### Signal metal coverage by tile

14 x 14 tiles, from dark blue (low) to red (high), scaled to the fullest tile. Values are wire area over tile area, all layers added.
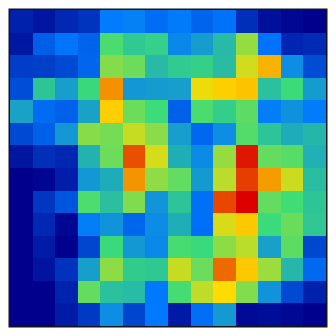
### Supply network

Scale bar: 20 um. Pins as bars on the die edge. Tap cells in grey.
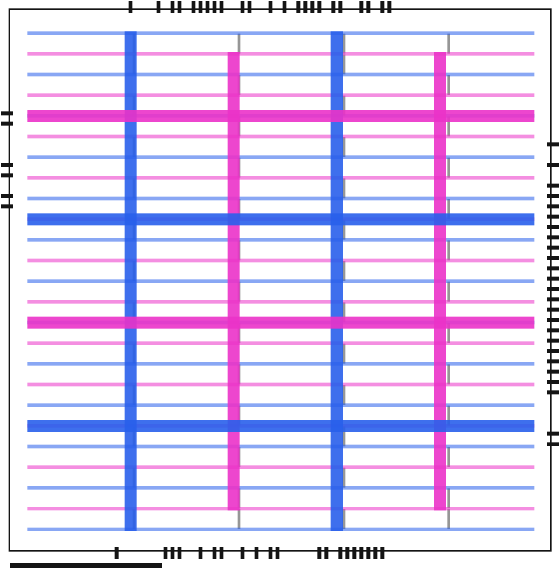
### Placement by cell class

Fill, decap, tap and diode cells in grey.
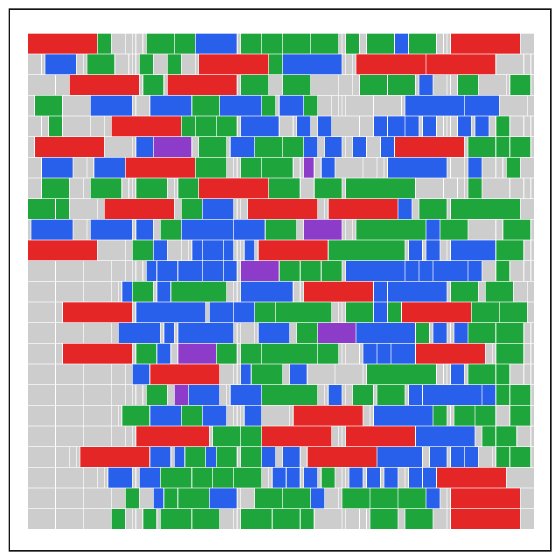
--- src/rtl/mult_scheduler_pkg.sv ---
// Shared types and constants for the MULT scheduler.
// State encoding, requester IDs and default widths.
package mult_scheduler_pkg;

  localparam int WIDTH_DEF = 8;
  localparam int CNT_W     = 4;

  typedef enum logic [1:0] {
    IDLE = 2'd0,
    WAIT = 2'd1,
    RESP = 2'd2
  } state_t;

  localparam logic REQ_ALU = 1'b0;
  localparam logic REQ_AGU = 1'b1;

endpackage

--- src/rtl/mult_scheduler_rr_arbiter2.sv ---
// Two-way round-robin grant, purely combinational.
// VALID0/VALID1: requests; LAST: previous winner; EN: arbitration allowed; GRANT0/GRANT1: one-hot grant.
module rr_arbiter2 (
  input  logic VALID0,
  input  logic VALID1,
  input  logic LAST,
  input  logic EN,
  output logic GRANT0,
  output logic GRANT1
);

  // On a tie the requester that did not win last time goes first.
  assign GRANT0 = EN & VALID0 & (~VALID1 | LAST);
  assign GRANT1 = EN & VALID1 & (~VALID0 | ~LAST);

endmodule

--- src/rtl/mult_scheduler.sv ---
// Shares one combinational MULT unit between the ALU (REQ0) and AGU (REQ1).
// Ports: REQx_* request handshakes, MULT_A/B/OUT to the multiplier, RESP_* result handshake, BUSY.
module mult_scheduler
  import mult_scheduler_pkg::*;
#(
  parameter int WIDTH   = WIDTH_DEF,
  parameter int LATENCY = 2
) (
  input  logic             CLK,
  input  logic             RESET,
  input  logic             REQ0_VALID,
  input  logic [WIDTH-1:0] REQ0_A,
  input  logic [WIDTH-1:0] REQ0_B,
  output logic             REQ0_READY,
  input  logic             REQ1_VALID,
  input  logic [WIDTH-1:0] REQ1_A,
  input  logic [WIDTH-1:0] REQ1_B,
  output logic             REQ1_READY,
  output logic [WIDTH-1:0] MULT_A,
  output logic [WIDTH-1:0] MULT_B,
  input  logic [WIDTH-1:0] MULT_OUT,
  output logic             RESP_VALID,
  output logic             RESP_ID,
  output logic [WIDTH-1:0] RESP_DATA,
  input  logic             RESP_READY,
  output logic             BUSY
);

  // Operands reach the MULT pins only after the accepting edge,
  // so the counter starts one above LATENCY-1 to give LATENCY
  // full settle cycles on top of that first register cycle.
  localparam logic [CNT_W-1:0] CNT_LOAD = CNT_W'(LATENCY);
  localparam logic [CNT_W-1:0] CNT_ONE  = CNT_W'(1);

  state_t           r_state;
  logic [CNT_W-1:0] r_cnt;
  logic             r_last;
  logic [WIDTH-1:0] r_mult_a;
  logic [WIDTH-1:0] r_mult_b;
  logic             r_resp_id;
  logic [WIDTH-1:0] r_resp_data;

  logic w_en;
  logic w_gnt0;
  logic w_gnt1;

  // RESET gates the grant so READY stays low while held in reset.
  assign w_en = RESET & (r_state == IDLE);

  rr_arbiter2 u_arb (
    .VALID0 (REQ0_VALID),
    .VALID1 (REQ1_VALID),
    .LAST   (r_last),
    .EN     (w_en),
    .GRANT0 (w_gnt0),
    .GRANT1 (w_gnt1)
  );

  always_ff @(posedge CLK or negedge RESET) begin
    if (!RESET) begin
      r_state     <= IDLE;
      r_cnt       <= '0;
      r_last      <= 1'b1;
      r_mult_a    <= '0;
      r_mult_b    <= '0;
      r_resp_id   <= REQ_ALU;
      r_resp_data <= '0;
    end else begin
      unique case (r_state)
        IDLE: begin
          if (w_gnt0 | w_gnt1) begin
            r_mult_a  <= w_gnt1 ? REQ1_A : REQ0_A;
            r_mult_b  <= w_gnt1 ? REQ1_B : REQ0_B;
            r_resp_id <= w_gnt1 ? REQ_AGU : REQ_ALU;
            r_last    <= w_gnt1;
            r_cnt     <= CNT_LOAD;
            r_state   <= WAIT;
          end
        end
        WAIT: begin
          if (r_cnt != '0) begin
            r_cnt <= r_cnt - CNT_ONE;
          end else begin
            r_resp_data <= MULT_OUT;
            r_state     <= RESP;
          end
        end
        RESP: begin
          if (RESP_READY) r_state <= IDLE;
        end
        default: r_state <= IDLE;
      endcase
    end
  end

  assign REQ0_READY = w_gnt0;
  assign REQ1_READY = w_gnt1;
  assign MULT_A     = r_mult_a;
  assign MULT_B     = r_mult_b;
  assign RESP_VALID = (r_state == RESP);
  assign RESP_ID    = r_resp_id;
  assign RESP_DATA  = r_resp_data;
  assign BUSY       = (r_state != IDLE);

endmodule
--- config.mk ---
export PLATFORM = sky130hd
export DESIGN_NAME = mult_scheduler
export DESIGN_NICKNAME = d
export VERILOG_FILES = /design/src/rtl/mult_scheduler_pkg.sv /design/src/rtl/mult_scheduler_rr_arbiter2.sv /design/src/rtl/mult_scheduler.sv
export SDC_FILE = /design/constraint.sdc
export NUM_CORES = 1
export LEC_CHECK = 0
export CAP_MARGIN = 20
export CORE_MARGIN = 2
export CORE_UTILIZATION = 35
export CTS_BUF_LIST = sky130_fd_sc_hd__clkbuf_8
export DETAILED_ROUTE_END_ITERATION = 10
export GPL_ROUTABILITY_DRIVEN = 0
export PLACE_DENSITY = 0.73
export SETUP_SLACK_MARGIN = 0.4
export SYNTH_ARGS = -nofsm -noshare
export SYNTH_HDL_FRONTEND = slang
export SYNTH_SLANG_ARGS = --single-unit
--- constraint.sdc ---
create_clock -name CLK -period 1.5 [get_ports CLK]
set_input_delay 0.3 -clock CLK [delete_from_list [all_inputs] [get_ports CLK]]
set_output_delay 0.3 -clock CLK [all_outputs]
set_load 0.005 [all_outputs]
==> README.md <==
| Quantity | Reported | Unit |
|:---|:---|:---|
| Status | finished with violations | - |
| Violated checks | negative setup slack | - |
| Unrepaired setup endpoints after global routing | true | - |
| Remaining global-route overflow | 0 | - |
| Inserted tap cell count | 52 | - |
| CTS resizes | 144 | - |
| Row count | 24 | - |
| Post-route setup slack | -0.242 | ns |
| Data arrival time of the worst path | 1.44 | ns |
| Wire length of the first global-routing pass | 8.00 | mm |
| Worst-margin pin slew | 0.426 | ns |
| Instance area after placement | 0.00247 | mm2 |
| Number of nets with antenna violations after detailed routing | 0 | - |
| Clock-cell share | 0.0246 | - |
| Total area of multi-input combinational cells | 976 | um2 |
| Average wire per standard cell | 16.7 | um |
| Initial antenna violation count | 0 | - |
| Plain + repair buffers | 132 | - |
| Final tally of setup violations | 30 | - |
| Share of total power in sequential cells | 0.265 | - |
| Leakage | 1.38 | nW |
| Proportion of cell area occupied by multi-input gates | 0.309 | - |
| Final-layout non-clock buffer area share | 0.384 | - |
| Prevailing post-synth register cell | sky130_fd_sc_hd__dfrtp_1 | - |
| Stage delay of the slowest cell on the critical path | 0.40 | ns |
| Setup Buffers After CTS | 16 | - |
| Post-Place Setup Slack | -0.505 | ns |
| DP HPWL | 2.96 | mm |
| Count of multi-input gates | 108 | - |
| Fmax achieved | 574 | MHz |
| Final critical-path share of the clock period | 1.16 | - |
| Max-area cell class | non-clock buffers | - |
| Power share of the clock group | 0.105 | - |
| Family with the most delay on the worst path | flip-flops | - |
| Fin Setup TNS | -4.88 | ns |
| Xor/xnor share of the synthesized area | 0 | - |
| Share of total power consumed by net switching | 0.360 | - |
| Most area-hungry cell type in the Yosys netlist | sky130_fd_sc_hd__dfrtp_1 | - |
| End of the worst register-to-register path | MULT_B[5]$_DFFE_PN0P_ | - |
| Launch point of the worst path | r_state[1]$_DFFE_PN0P_ | - |
| Total number of sequential cells | 32 | - |
| Max-slew violations | 0 | - |
| Post-synth ARST share | 1.00 | - |
| Number of warnings the tools reported | 29 | - |
| List of cells traversed by the critical path | buf_6 -> or2_4 -> a211o_1 -> inv_1 -> buf_2 | - |
| GR met3 Demand/Resource | 0.0413 | - |
| Routed wl met3 | 339 | um |
| Clock Latency Late Sink | 0.28 | ns |
| Kind of end point of the critical path | primary output | - |
| Die width | 71.1 | um |
| Post-layout power | 5.86 | mW |
| Buffers & Inverters on Critical Path | 3 | - |
| Number of design rule violations left after detail routing | 0 | - |
| Register clock-pin slew on the reported worst setup and hold paths | 0.06 | ns |
| Reg-to-reg critical path startpoint | r_state[1]$_DFFE_PN0P_ | - |
| Overall via count from detail_route | 1825 | - |
| Internal | 3.75 | mW |
| Count of inserted antenna diode cells | 0 | - |
| Arithmetic-cell share of the synthesized area counting full adders, half adders and majority gates | 0.00795 | - |
| Commonest cells post-synth | sky130_fd_sc_hd__dfrtp_1, sky130_fd_sc_hd__a21oi_1, sky130_fd_sc_hd__a31oi_1, sky130_fd_sc_hd__nand3_1, sky130_fd_sc_hd__o21ai_0 | - |
| Met2 GRT Util | 0.330 | - |
| Number of distinct library cells after synthesis | 34 | - |
| Time the worst path needs with I/O delays and setup | 1.74 | ns |
| Die height | 71.1 | um |
| Routed WL | 5.64 | mm |
| Final std cells w/o fill | 338 | - |
| Count of state elements after synthesis | 32 | - |
| Required time of the critical path | 1.20 | ns |
| Count of cell instances traversed by the critical path | 5 | - |
| Clock buf count | 5 | - |
| Critical Path Source Type | flop | - |
| Synth Area in Compound Gates | 0.242 | - |
| Power attributed to sequential cells | 1.55 | mW |
| Main power group | combinational cells | - |
-- 'Signal metal coverage by tile' (at the start) --
- fullest tile: 0.49
- nearly empty tiles: 8.2%
- densest ninth of the die: right middle
- emptiest ninth of the die: bottom left
- mean over tiles: 0.18
- tiles over half the peak: 29%

-- 'Supply network' (at the start) --
- VDD: magenta
- VSS: blue
- met5 straps: 4
- met1 rails: 25
- rows: 24

-- 'Placement by cell class' (at the start) --
- other buffers and delay cells: green (cells 132; share of their area 39%)
- all other logic: blue (cells 115; share of their area 32%)
- flip-flops: red (cells 32; share of their area 26%)
- clock drivers and dummy loads: purple (cells 7; share of their area 2.5%)

Power and IR drop assume default switching activity.
